===== config.mk =====
export PLATFORM = sky130hd
export DESIGN_NAME = tru_readout_receiver
export DESIGN_NICKNAME = d
export VERILOG_FILES = /design/src/rtl/tru_link_pkg.sv /design/src/rtl/tru_frame_buffer.sv /design/src/rtl/tru_readout_receiver.sv
export SDC_FILE = /design/constraint.sdc
export NUM_CORES = 1
export LEC_CHECK = 0
export CAP_MARGIN = 10
export CORE_MARGIN = 4
export CORE_UTILIZATION = 45
export CTS_BUF_LIST = sky130_fd_sc_hd__clkbuf_8
export DETAILED_ROUTE_END_ITERATION = 7
export GPL_ROUTABILITY_DRIVEN = 0
export PLACE_DENSITY_LB_ADDON = 0.2
export SKIP_LAST_GASP = 1
export SYNTH_ARGS = -nofsm -noshare
export SYNTH_HDL_FRONTEND = slang
export SYNTH_SLANG_ARGS = --single-unit
export TNS_END_PERCENT = 30

===== constraint.sdc =====
create_clock -name clk -period 5.5 [get_ports clk]
set_clock_uncertainty 0.05 [all_clocks]
set_input_delay 0.825 -clock clk [delete_from_list [all_inputs] [get_ports clk]]
set_output_delay 0.825 -clock clk [all_outputs]
set_load 0.02 [all_outputs]

===== src/rtl/tru_link_pkg.sv =====
// Shared definitions for the TRU strobed readout link: receiver FSM states,
// error codes and the frame word layout, common to transmitter and receiver.
package tru_link_pkg;

  typedef enum logic [1:0] {
    StIdle  = 2'd0,
    StRecv  = 2'd1,
    StCheck = 2'd2,
    StDrop  = 2'd3
  } state_e;

  localparam logic [1:0] ErrNone    = 2'b00;
  localparam logic [1:0] ErrShort   = 2'b01;
  localparam logic [1:0] ErrLong    = 2'b10;
  localparam logic [1:0] ErrTimeout = 2'b11;

  // Frame layout: channel words, summary words, one status word, one trailer.
  localparam int unsigned NumChanWords = 16;
  localparam int unsigned NumSumWords  = 12;
  localparam int unsigned ChanBase     = 0;
  localparam int unsigned SumBase      = ChanBase + NumChanWords;
  localparam int unsigned StatusIdx    = SumBase + NumSumWords;
  localparam int unsigned TrailerIdx   = StatusIdx + 1;
  localparam int unsigned FRAME_LEN    = TrailerIdx + 1;

  localparam int unsigned BufAddrW = 5;

endpackage


===== src/rtl/tru_frame_buffer.sv =====
// Frame buffer: simple dual-port RAM, synchronous write, registered read.
module tru_frame_buffer #(
  parameter int unsigned DataW = 16,
  parameter int unsigned AddrW = 5
) (
  input  logic             clk_i,
  input  logic             we_i,
  input  logic [AddrW-1:0] waddr_i,
  input  logic [DataW-1:0] wdata_i,
  input  logic [AddrW-1:0] raddr_i,
  output logic [DataW-1:0] rdata_o
);

  localparam int unsigned Depth = 2 ** AddrW;

  logic [DataW-1:0] mem_q [Depth];
  logic [DataW-1:0] rdata_q;

  always_ff @(posedge clk_i) begin
    if (we_i) begin
      mem_q[waddr_i] <= wdata_i;
    end
    rdata_q <= mem_q[raddr_i];
  end

  assign rdata_o = rdata_q;

endmodule


===== src/rtl/tru_readout_receiver.sv =====
// Receiving end of the TRU strobed readout link: captures one frame into a
// 32-word buffer, checks its length and inter-strobe timing, and holds it for the consumer.
module tru_readout_receiver #(
  parameter int unsigned DATA_W    = 16,
  parameter int unsigned FRAME_LEN = tru_link_pkg::FRAME_LEN,
  parameter int unsigned TIMEOUT   = 64
) (
  input  logic              clk,
  input  logic              reset,
  input  logic              trsf,
  input  logic              dstb,
  input  logic [DATA_W-1:0] data_in,
  input  logic [4:0]        rd_addr,
  output logic [DATA_W-1:0] rd_data,
  output logic              frame_valid,
  output logic              frame_err,
  output logic [1:0]        err_code,
  output logic [5:0]        word_count,
  input  logic              frame_ack
);

  import tru_link_pkg::*;

  localparam int unsigned   TimerW    = $clog2(TIMEOUT);
  localparam logic [TimerW-1:0] TimerMax = TimerW'(TIMEOUT - 1);
  localparam logic [5:0]    FrameLenW = 6'(FRAME_LEN);

  // The strobe is only low while clk is low, so it is caught on the falling edge.
  logic              stb_q;
  logic [DATA_W-1:0] hold_q;

  always_ff @(negedge clk) begin
    stb_q  <= ~dstb;
    hold_q <= data_in;
  end

  // Left out of reset so a frame in flight during reset leaves no false start edge.
  logic trsf_q, trsf_qq;

  always_ff @(posedge clk) begin
    trsf_q  <= trsf;
    trsf_qq <= trsf_q;
  end

  state_e            state_q, state_d;
  logic [5:0]        wc_q, wc_d;
  logic [TimerW-1:0] timer_q, timer_d;
  logic              valid_q, valid_d;
  logic              err_q, err_d;
  logic [1:0]        code_q, code_d;
  logic              tout_q, tout_d;
  logic              accept, frame_start, buf_we;

  assign accept      = stb_q & ~trsf_q;
  assign frame_start = trsf_qq & ~trsf_q;

  always_comb begin
    state_d = state_q;
    wc_d    = wc_q;
    timer_d = timer_q;
    valid_d = valid_q;
    err_d   = err_q;
    code_d  = code_q;
    tout_d  = tout_q;
    buf_we  = 1'b0;

    // Ack first so that a CHECK result or timeout in the same cycle overrides it.
    if (frame_ack) begin
      valid_d = 1'b0;
      err_d   = 1'b0;
      code_d  = ErrNone;
    end

    case (state_q)
      StIdle: begin
        if (frame_start) begin
          if (valid_q) begin
            state_d = StDrop;
          end else begin
            state_d = StRecv;
            wc_d    = '0;
            timer_d = '0;
            tout_d  = 1'b0;
          end
        end
      end
      StRecv: begin
        if (accept) begin
          buf_we  = ~wc_q[5];
          timer_d = '0;
          if (wc_q != 6'd63) wc_d = wc_q + 6'd1;
        end else begin
          timer_d = timer_q + TimerW'(1);
        end
        if (trsf_q) begin
          state_d = StCheck;
        end else if (!accept && timer_q == TimerMax) begin
          state_d = StCheck;
          tout_d  = 1'b1;
          code_d  = ErrTimeout;
        end
      end
      StCheck: begin
        state_d = StIdle;
        if (tout_q) begin
          valid_d = 1'b0;
          err_d   = 1'b1;
          code_d  = ErrTimeout;
        end else if (wc_q == FrameLenW) begin
          valid_d = 1'b1;
          err_d   = 1'b0;
          code_d  = ErrNone;
        end else begin
          valid_d = 1'b0;
          err_d   = 1'b1;
          code_d  = (wc_q < FrameLenW) ? ErrShort : ErrLong;
        end
      end
      StDrop: begin
        if (trsf_q) state_d = StIdle;
      end
      default: state_d = StIdle;
    endcase
  end

  always_ff @(posedge clk) begin
    if (!reset) begin
      state_q <= StIdle;
      wc_q    <= '0;
      timer_q <= '0;
      valid_q <= 1'b0;
      err_q   <= 1'b0;
      code_q  <= ErrNone;
      tout_q  <= 1'b0;
    end else begin
      state_q <= state_d;
      wc_q    <= wc_d;
      timer_q <= timer_d;
      valid_q <= valid_d;
      err_q   <= err_d;
      code_q  <= code_d;
      tout_q  <= tout_d;
    end
  end

  tru_frame_buffer #(
    .DataW(DATA_W),
    .AddrW(BufAddrW)
  ) u_frame_buffer (
    .clk_i  (clk),
    .we_i   (buf_we),
    .waddr_i(wc_q[4:0]),
    .wdata_i(hold_q),
    .raddr_i(rd_addr),
    .rdata_o(rd_data)
  );

  assign frame_valid = valid_q;
  assign frame_err   = err_q;
  assign err_code    = code_q;
  assign word_count  = wc_q;

endmodule


M2 wires:
Bar = 50 µm. Cells faint in the background.
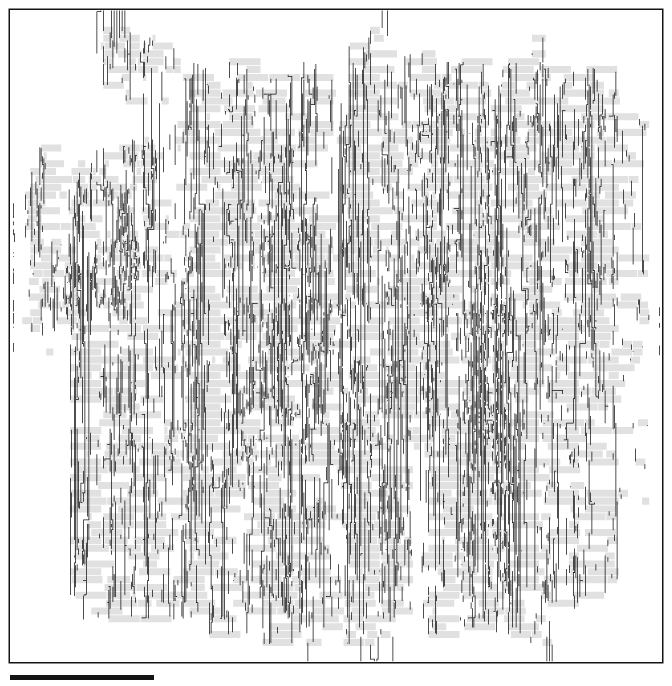
The layer carries 23.2 mm of wire. 1118 nets have wire on it. The wires run mostly vertical. The layer holds 45% of the routed length. The longest straight run is 92.6 µm.

==> report_table.html <==
<!-- implementation run metrics -->
<table>
<tr><th>Metric</th><th>Value</th></tr>
<tr><th colspan="2">Final timing</th></tr>
<tr><td>Setup violators final</td><td>0</td></tr>
<tr><td>Summed negative setup slack over all endpoints</td><td>0 ns</td></tr>
<tr><td>Worst hold margin</td><td>slightly above 0.4 ns</td></tr>
<tr><td>Unrepaired setup endpoints after global routing</td><td>no</td></tr>
<tr><td>Hold Violations, Final</td><td>0</td></tr>
<tr><td>Worst slew pin tran</td><td>around 1.2 ns</td></tr>
<tr><td>Fin worst setup slack</td><td>0.850 ns</td></tr>
<tr><td>Max_slew headroom</td><td>0.203</td></tr>
<tr><td>Max Slew Vio Count</td><td>0</td></tr>
<tr><th colspan="2">Global route</th></tr>
<tr><td>Maximum number of pins on one net before global-route repair</td><td>between 100 and 150</td></tr>
<tr><td>Fraction of met3 tracks used by global routing</td><td>0.0403</td></tr>
<tr><td>Vias in the first global route</td><td>11.3k</td></tr>
<tr><td>Global routing usage on met2</td><td>0.298</td></tr>
<tr><td>Peak-usage layer in the global routing report</td><td>met1</td></tr>
<tr><td>Global-route wire length before repair</td><td>75.1 mm</td></tr>
<tr><td>Global router's overall resource usage</td><td>0.204</td></tr>
<tr><td>Number of antenna violations at the first check in global routing</td><td>0</td></tr>
<tr><td>Aggregate global routing overflow</td><td>0</td></tr>
<tr><th colspan="2">Final layout</th></tr>
<tr><td>Final net count</td><td>1326</td></tr>
<tr><td>Logic area</td><td>4660 µm²</td></tr>
<tr><td>Final non-filler cell area</td><td>between 20000 and 25000 µm²</td></tr>
<tr><td>Total of fill cells in the finished design</td><td>between 3k and 4k</td></tr>
<tr><td>Antenna diode instance count</td><td>0</td></tr>
<tr><td>Area delta synth-&gt;final</td><td>16.0%</td></tr>
<tr><td>Post-route non-filler standard cell count</td><td>~2.0k</td></tr>
<tr><td>Fin util</td><td>0.531</td></tr>
<tr><td>Most numerous logic cell after layout</td><td>edfxtp_1</td></tr>
<tr><td>Fraction of layout instances using a drive strength above 1</td><td>0.202</td></tr>
<tr><td>Top library cells by usage in the layout, fill and taps aside</td><td>edfxtp_1 (512), mux2i_1 (129), clkbuf_8 (108)</td></tr>
<tr><td>FF+latch area</td><td>between 15000 and 20000 µm²</td></tr>
<tr><th colspan="2">Place</th></tr>
<tr><td>Number of placed cells counting well taps</td><td>1790</td></tr>
<tr><td>PortBufs</td><td>51</td></tr>
<tr><td>Half-perimeter wire length after placement</td><td>31.4 mm</td></tr>
<tr><td>Minimum setup slack after placement</td><td>0.828 ns</td></tr>
<tr><td>Cell area after placement</td><td>22900 µm²</td></tr>
<tr><th colspan="2">Floorplanning</th></tr>
<tr><td>Fraction of the core area occupied by cells at floorplan</td><td>0.457</td></tr>
<tr><td>Floorplan die width</td><td>~230 µm</td></tr>
<tr><td>Count of pins on the block boundary</td><td>52</td></tr>
<tr><td>Die outline area</td><td>51100 µm²</td></tr>
<tr><td>DIE HEIGHT</td><td>226 µm</td></tr>
<tr><td>Row cnt</td><td>approximately 79</td></tr>
<tr><td>Core footprint</td><td>approximately 47000 µm²</td></tr>
<tr><th colspan="2">CTS</th></tr>
<tr><td>TritonCTS buffer count</td><td>slightly below 90</td></tr>
<tr><td>Clock tree buffer depth</td><td>3</td></tr>
<tr><td>TritonCTS clock tree</td><td>built</td></tr>
<tr><td>Worst skew pair latency</td><td>about 0.66 ns</td></tr>
<tr><td>Hold buffer count at CTS</td><td>0</td></tr>
<tr><td>Count of H-tree levels built during CTS</td><td>3</td></tr>
<tr><td>Clock-pin transition on the worst setup and hold timing paths</td><td>0.06 ns</td></tr>
<tr><td>Clock sinks</td><td>about 570</td></tr>
<tr><td>Clock root buffer master</td><td>clkbuf_8</td></tr>
<tr><td>Cts repair resizes</td><td>0</td></tr>
<tr><td>Buffers inserted during post-CTS setup optimization</td><td>0</td></tr>
<tr><th colspan="2">Route</th></tr>
<tr><td>Routed wire per std cell</td><td>26.2 µm</td></tr>
<tr><td>ANT nets after route</td><td>0</td></tr>
<tr><td>Number of iterations in the first detailed-routing pass</td><td>5</td></tr>
<tr><td>Ratio of routed vias to standard cells</td><td>~5.7</td></tr>
<tr><td>Number of DRC violations after detailed-routing iteration 0</td><td>~1.3k</td></tr>
<tr><td>DRC Markers</td><td>0</td></tr>
<tr><th colspan="2">Setup path</th></tr>
<tr><td>Critical path origin</td><td>stb_q$_DFF_N_</td></tr>
<tr><td>Type of destination of the critical path</td><td>flip-flop</td></tr>
<tr><td>Flop-to-flop setup slack</td><td>~0.85 ns</td></tr>
<tr><td>Worst setup endpoint</td><td>u_frame_buffer.mem_q[29][10]$_DFFE_PP_</td></tr>
<tr><td>Classification of the worst setup path</td><td>flip-flop to flip-flop</td></tr>
<tr><td>Kind of start point of the critical path</td><td>flip-flop</td></tr>
<tr><td>Launch instance of the worst register-to-register path</td><td>stb_q$_DFF_N_</td></tr>
<tr><td>Required time of the critical path</td><td>5.79 ns</td></tr>
<tr><td>Arrival @ worst endpoint</td><td>4.94 ns</td></tr>
<tr><td>End of the worst register-to-register path</td><td>u_frame_buffer.mem_q[29][10]$_DFFE_PP_</td></tr>
<tr><td>Number of cells on the worst reg-to-reg path</td><td>7</td></tr>
<tr><td>Maximum fanout encountered on the critical timing path</td><td>14</td></tr>
<tr><th colspan="2">Yosys</th></tr>
<tr><td>Yosys top cell by instances</td><td>edfxtp_1</td></tr>
<tr><td>Fraction of synthesis flops using an asynchronous set or reset pin</td><td>0</td></tr>
<tr><td>Gate count after technology mapping</td><td>approximately 1.1k</td></tr>
<tr><td>Number of nets produced by synthesis</td><td>1166</td></tr>
<tr><td>Most used standard cells in the synthesized netlist</td><td>edfxtp_1 (512), mux2i_1 (129), a22oi_1 (97)</td></tr>
<tr><td>Yosys-reported design area after synthesis</td><td>21400 µm²</td></tr>
<tr><td>Area share, top type</td><td>0.719</td></tr>
<tr><td>Sequential element share of the synthesized area</td><td>0.769</td></tr>
<tr><td>Total number of yosys warnings</td><td>0</td></tr>
<tr><td>Number of register bits inferred by synthesis</td><td>approximately 570</td></tr>
<tr><td>Cell area leaders</td><td>edfxtp_1 (72%), mux4_2 (6.7%), mux2i_1 (6.0%)</td></tr>
<tr><td>Yosys top cell by area</td><td>edfxtp_1</td></tr>
<tr><td>Synth Flop Type</td><td>edfxtp_1</td></tr>
<tr><td>Number of distinct library cell variants in the gate-level netlist after synthesis</td><td>46</td></tr>
<tr><td>Yosys Instances</td><td>1130</td></tr>
<tr><td>Post-synth design cell area</td><td>21400 µm²</td></tr>
<tr><td>Mapped Avg Cell Area</td><td>18.9 µm²</td></tr>
<tr><td>Number of synthesized flops with an enable pin</td><td>512</td></tr>
<tr><th colspan="2">Hold path</th></tr>
<tr><td>Hold Path Depth</td><td>0</td></tr>
<tr><td>Hold path startpoint</td><td>trsf_q$_DFF_P_</td></tr>
<tr><td>Worst min-delay path category</td><td>flip-flop to flip-flop</td></tr>
<tr><td>WHS Endpoint</td><td>trsf_qq$_DFF_P_</td></tr>
<tr><th colspan="2">Pwr</th></tr>
<tr><td>Total leakage power</td><td>0.00844 µW</td></tr>
<tr><td>Pwr per Cell Area</td><td>363 nW/µm²</td></tr>
<tr><td>Worst vdd ir</td><td>0.258 mV</td></tr>
<tr><td>Total Power Consumption</td><td>between 9000 and 10000 µW</td></tr>
<tr><th colspan="2">Outcome</th></tr>
<tr><td>Status</td><td>complete, no violations</td></tr>
<tr><th colspan="2">Job</th></tr>
<tr><td>OpenROAD warning count</td><td>around 52</td></tr>
<tr><td>Total of max-cap violations</td><td>0</td></tr>
</table>
The metal 1 layer:
Bar = 50 µm. Supply wires on this layer in grey. Cells faint in the background.
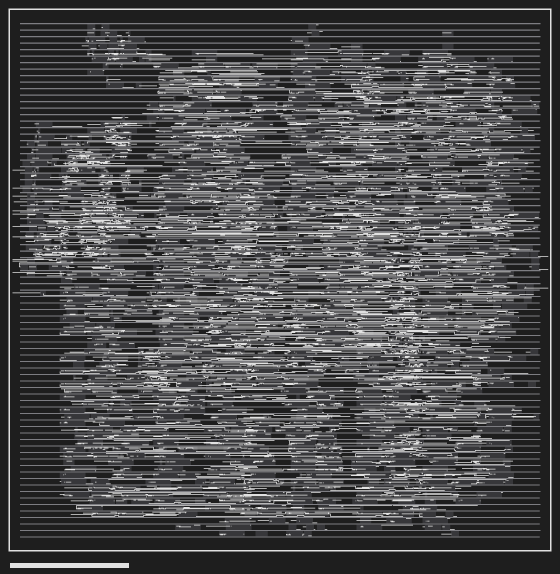
The layer holds 46% of the routed length. The layer carries 23.6 mm of wire. 1274 nets have wire on it. The longest straight run is 64.4 µm. The wires run mostly horizontal.
drt total wl: 51.7 mm
vias after detailed routing: 11.3k
met1 GRT Util: 0.307

## logic make-up (layout without fill, tap and decap cells)
| group | count (synthesis) | after routing | share of synthesized area |
|---|---|---|---|
| DFF | 566 | 566 | 0.769 |
| muxes | 193 | 193 | 0.128 |
| and+or+nand+nor | 148 | 148 | 0.0350 |
| AOI/OAI and AO/OA | 137 | 137 | 0.0457 |
| buffers and inverters | 71 | 307 | 0.0143 |
| adders and majority gates | 10 | 10 | 0.00585 |
| xor gates and xnor gates | 5 | 5 | 0.00205 |
## flip-flops by register name (all words and copies together) (netlist names), 2 cells and up
| signal | count |
|---|---|
| timer_q | 6 |
| state_q | 2 |
| u_frame_buffer.rdata_o | 16 |
| u_frame_buffer.mem_q | 512 |
| err_code | 2 |
| word_count | 6 |
| hold_q | 16 |
## critical path, stage by stage, from the launching register on
cell and delay (ns):
dfxtp_1 0.33, inv_1 0.07, nor3_1 0.19, buf_4 0.17
nand2_1 0.06, buf_4 0.19, nor2_1 0.23, buf_4 0.29
## metal layers
layer	vias to the layer above	share of wire
li1	4932	-
met1	5813	0.46
met2	458	0.45
met3	70	0.070
met4	0	0.026
met5	-	0
## report_power, final
part           internal, µW  total [µW]  leakage (µW)  switching, µW
clock network          1990        3640       0.00117           1650
logic                   220         588       0.00223            368
registers              4740        4780       0.00505           46.1
## area by class of cell
class                   count  share of cell area
well taps                 607              0.0306
repair buffers            112              0.0396
clock buffers             108              0.0599
inverters                  11             0.00166
multi-input cells         493               0.188
clock inverters            76              0.0172
flip-flops and latches    566               0.663
Power and IR drop assume default switching activity.
